==> src/rtl/wb_write_queue.sv <==
// Writeback write queue: merges MEM and ALU results in order and drains one entry per cycle to the register file.
// Latency: an entry accepted into an empty queue is written one cycle later.
// Backpressure: ready is based on free slots; a pop this cycle frees no slot. Optional macro: WB_ZERO_DROP_EN.
module wb_write_queue #(
  parameter int DSIZE = 16,
  parameter int ASIZE = 4,
  parameter int DEPTH = 4
) (
  input  logic             clk,
  input  logic             rst,
  input  logic             mem_valid,
  input  logic [ASIZE-1:0] mem_addr,
  input  logic [DSIZE-1:0] mem_data,
  output logic             mem_ready,
  input  logic             alu_valid,
  input  logic [ASIZE-1:0] alu_addr,
  input  logic [DSIZE-1:0] alu_data,
  output logic             alu_ready,
  output logic             wen,
  output logic [ASIZE-1:0] waddr,
  output logic [DSIZE-1:0] wdata,
  input  logic [ASIZE-1:0] q_addr1,
  output logic             q_hit1,
  output logic [DSIZE-1:0] q_data1,
  input  logic [ASIZE-1:0] q_addr2,
  output logic             q_hit2,
  output logic [DSIZE-1:0] q_data2
);

  localparam int PW = $clog2(DEPTH);
  localparam int CW = $clog2(DEPTH + 1);

  logic [ASIZE-1:0] ent_addr [DEPTH];
  logic [DSIZE-1:0] ent_data [DEPTH];
  logic [PW-1:0]    head;
  logic [PW-1:0]    tail;
  logic [PW-1:0]    alu_slot;
  logic [CW-1:0]    count;
  logic [CW-1:0]    free;
  logic             mem_acc;
  logic             alu_acc;
  logic             mem_push;
  logic             alu_push;
  logic             pop;

  assign free      = CW'(DEPTH) - count;
  assign mem_ready = (free >= CW'(1));
  // MEM is older, so it gets the last free slot ahead of ALU.
  assign alu_ready = (free >= CW'(2)) || ((free == CW'(1)) && !mem_valid);

  assign mem_acc = mem_valid && mem_ready;
  assign alu_acc = alu_valid && alu_ready;

`ifdef WB_ZERO_DROP_EN
  assign mem_push = mem_acc && (mem_addr != '0);
  assign alu_push = alu_acc && (alu_addr != '0);
`else
  assign mem_push = mem_acc;
  assign alu_push = alu_acc;
`endif

  assign pop      = (count != '0);
  assign alu_slot = tail + PW'(mem_push);

  always_ff @(posedge clk or negedge rst) begin
    if (!rst) begin
      head  <= '0;
      tail  <= '0;
      count <= '0;
    end else begin
      if (pop) head <= head + PW'(1);
      tail  <= tail + PW'(mem_push) + PW'(alu_push);
      count <= count + CW'(mem_push) + CW'(alu_push) - CW'(pop);
    end
  end

  // Storage needs no reset: entries are only observed while counted valid.
  always_ff @(posedge clk) begin
    if (mem_push) begin
      ent_addr[tail] <= mem_addr;
      ent_data[tail] <= mem_data;
    end
    if (alu_push) begin
      ent_addr[alu_slot] <= alu_addr;
      ent_data[alu_slot] <= alu_data;
    end
  end

  assign wen   = pop;
  assign waddr = pop ? ent_addr[head] : '0;
  assign wdata = pop ? ent_data[head] : '0;

  // Scan oldest to youngest so the last match found is the youngest.
  function automatic logic [DSIZE:0] lookup(input logic [ASIZE-1:0] qa);
    logic [DSIZE:0] r;
    logic [PW-1:0]  idx;
    r = '0;
    for (int k = 0; k < DEPTH; k++) begin
      idx = head + PW'(k);
      if ((CW'(k) < count) && (ent_addr[idx] == qa)) r = {1'b1, ent_data[idx]};
    end
`ifdef WB_ZERO_DROP_EN
    if (qa == '0) r = '0;
`endif
    return r;
  endfunction

  assign {q_hit1, q_data1} = lookup(q_addr1);
  assign {q_hit2, q_data2} = lookup(q_addr2);

endmodule

==> config.mk <==
export PLATFORM = sky130hd
export DESIGN_NAME = wb_write_queue
export DESIGN_NICKNAME = d
export VERILOG_FILES = /design/src/rtl/wb_write_queue.sv
export SDC_FILE = /design/constraint.sdc
export NUM_CORES = 1
export LEC_CHECK = 0
export CAP_MARGIN = 20
export CORE_MARGIN = 8
export CORE_UTILIZATION = 30
export CTS_BUF_LIST = sky130_fd_sc_hd__clkbuf_8 sky130_fd_sc_hd__clkbuf_16
export DETAILED_ROUTE_END_ITERATION = 12
export PLACE_DENSITY = 0.5
export SLEW_MARGIN = 10
export SYNTH_ARGS = -nofsm -noshare
export SYNTH_HDL_FRONTEND = slang
export SYNTH_SLANG_ARGS = --single-unit
==> constraint.sdc <==
create_clock -name clk -period 7.3 [get_ports clk]
set_input_delay 1.46 -clock clk [delete_from_list [all_inputs] [get_ports clk]]
set_output_delay 1.46 -clock clk [all_outputs]
set_load 0.1 [all_outputs]
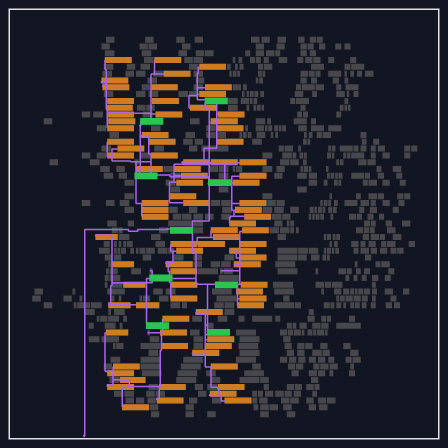
Figure 1: clock distribution.
[clock-net drivers] green | count: 9
[flip-flops] orange | count: 87
[clock wires] purple | length: 1000 um
routed clock nets: 10

==> ci_impl_report.md <==
## PnR job results

| Metric | Value |
|---|---|
| Hold Startpoint | `count[0]` |
| Crit path max fanout | `18` |
| Part of the Yosys area used for sequential elements | `0.3578` |
| Post-detail-place hpwl | `17310 um` |
| Cell type with the largest total area | `edfxtp_1` |
| Yosys warnings | `0` |
| Startpoint Class | `input port` |
| Max-area cell share | `0.3335` |
| Final WL | `22390 um` |
| Ys cells | `639` |
| Layout area overhead | `22.51%` |
| Core area | `0.02354 mm2` |
| Post-synth ARST share | `0.08046` |
| Mapped Avg Cell Area | `11.27 um2` |
| Reg-to-Reg End | `ent_addr[0][0]` |
| Delay-heaviest family, CP | `simple AND/OR/NAND/NOR gates` |
| Final setup violation count | `0` |
| # port buffers | `108` |
| Main area contributors after synthesis | `edfxtp_1, mux2_2, mux4_2, mux2i_1, xnor2_1` |
| First-pass GRT wire length | `33710 um` |
| Post-synth EDFFs | `80` |
| HP Class | `reg -> reg` |
| Unrepaired setup endpoints after global routing | `false` |
| Yosys Chip Area | `0.007203 mm2` |
| R2R setup slack | `3470 ps` |
| DRC | `0` |
| Post-Syn Nets | `702` |
| Mux share | `0.2960` |
| Total tool warning count | `29` |
| Critical Path Stages | `8` |
| Synthesized registers | `87` |
| Floorplan core density | `0.3060` |
| Via density per instance | `5.234` |
| Commonest Layout Cell | `mux2_2` |
| Die area | `0.02923 mm2` |
| CTS tree | `yes` |
| Most common cell in the netlist | `mux2_2` |
| Yosys adder share | `0.02119` |
| 1st-iter DRT viols | `425` |
| R2R Path Start | `count[0]` |
| CP Class | `in -> out` |
| GPL Wtd Cong | `0.8512` |
| Run status | `finished, final reports clean` |
| DR WL/cell | `21.36 um` |
| Cell Chain, Critical Path | `clkdlybuf4s50_1, nor3b_1, mux2i_1, a2111o_1, nor3b_2, a211oi_1, a221oi_1, buf_4` |
| Logic area | `0.004354 mm2` |
| Final Skew | `4.955 ps` |
| Vias | `5485` |
| Total negative slack | `0 ps` |
| Synthesized instance count | `639` |
| Max-slew headroom | `0.2725` |
| Fin crit share | `0.8505` |
| Initial antenna violation count | `6` |
| Yosys aoi share | `0.1494` |
| F_max | `0.1611 GHz` |
| Die height | `171.0 um` |
| Layout cells sized above 1 | `0.3182` |
| Crit path DAT | `4750 ps` |
| Most frequent cells after synthesis | `mux2_2, edfxtp_1, nand2_1` |
| Hold Crit Depth | `1` |
| Worst-Skew Late Latency | `330 ps` |
| CP Capture Type | `output pin` |
| Nets | `788` |
| Fin. max-slew vios | `0` |
| Die X | `171.0 um` |
| Hold Slack | `682.0 ps` |
| IO Pins | `109` |
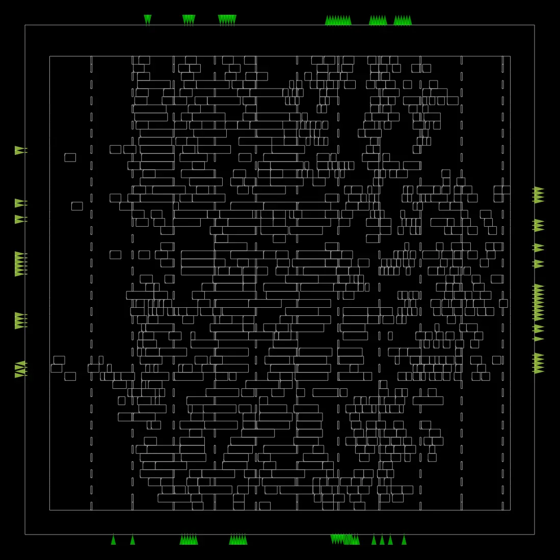
Figure 2: placement view.
filler instances: 2321
# Taps: 319
site row count: 56
non-filler instance count after layout: 1048

stage by stage:
stage / instances / setup slack [ps] / utilization / instance area [um2]
2_1_floorplan: 639 / 745.1 / - / 7203
3_3_place_gp: 1028 / 1193 / 0.3602 / 8481
3_5_place_dp: 1031 / 1083 / 0.3624 / 8531
4_1_cts: 1046 / 1078 / 0.3742 / 8810
5_1_grt: 1048 / 818.2 / 0.3748 / 8825
6_report: 1048 / 1091 / 0.3748 / 8825
state kept, by name (all words and copies together) (netlist names):
| name | cells |
|---|---|
| count | 3 |
| ent_addr | 16 |
| ent_data | 64 |
| head | 2 |
| tail | 2 |
worst register-to-register path, cell delays in order, from the launching register on:
cell and delay, ps:
dfrtp_1 460, inv_1 130, ha_1 220, ha_1 270, nand2b_1 60, or3_1 330
nand2_1 160, inv_1 100, ha_1 200, xnor2_1 400, nor3b_2 510, or2_2 620
area by class of cell:
class | instances | area share
Sequential cell | 87 | 0.2926
Inverter | 13 | 0.005530
Timing Repair Buffer | 126 | 0.1316
Tap cell | 319 | 0.04523
Clock buffer | 9 | 0.02552
Clock inverter | 6 | 0.006097
Multi-Input combinational cell | 488 | 0.4934
metal layers:
layer / routed length, um / up-vias / GRT usage
met5: 73 / - / 0
met4: 328 / 12 / 0.04159
met3: 1601 / 29 / 0.03872
met2: 9562 / 165 / 0.2251
met1: 10820 / 2656 / 0.2184
li1: - / 2623 / -
cell families (layout without fill, tap and decap cells):
logic type | count (synthesis) | after routing
compound gates | 143 | 143
xor+xnor | 34 | 34
fa+ha+maj | 11 | 11
buf+inv | 64 | 154
flops | 87 | 87
mux | 166 | 166
simple gates | 134 | 134
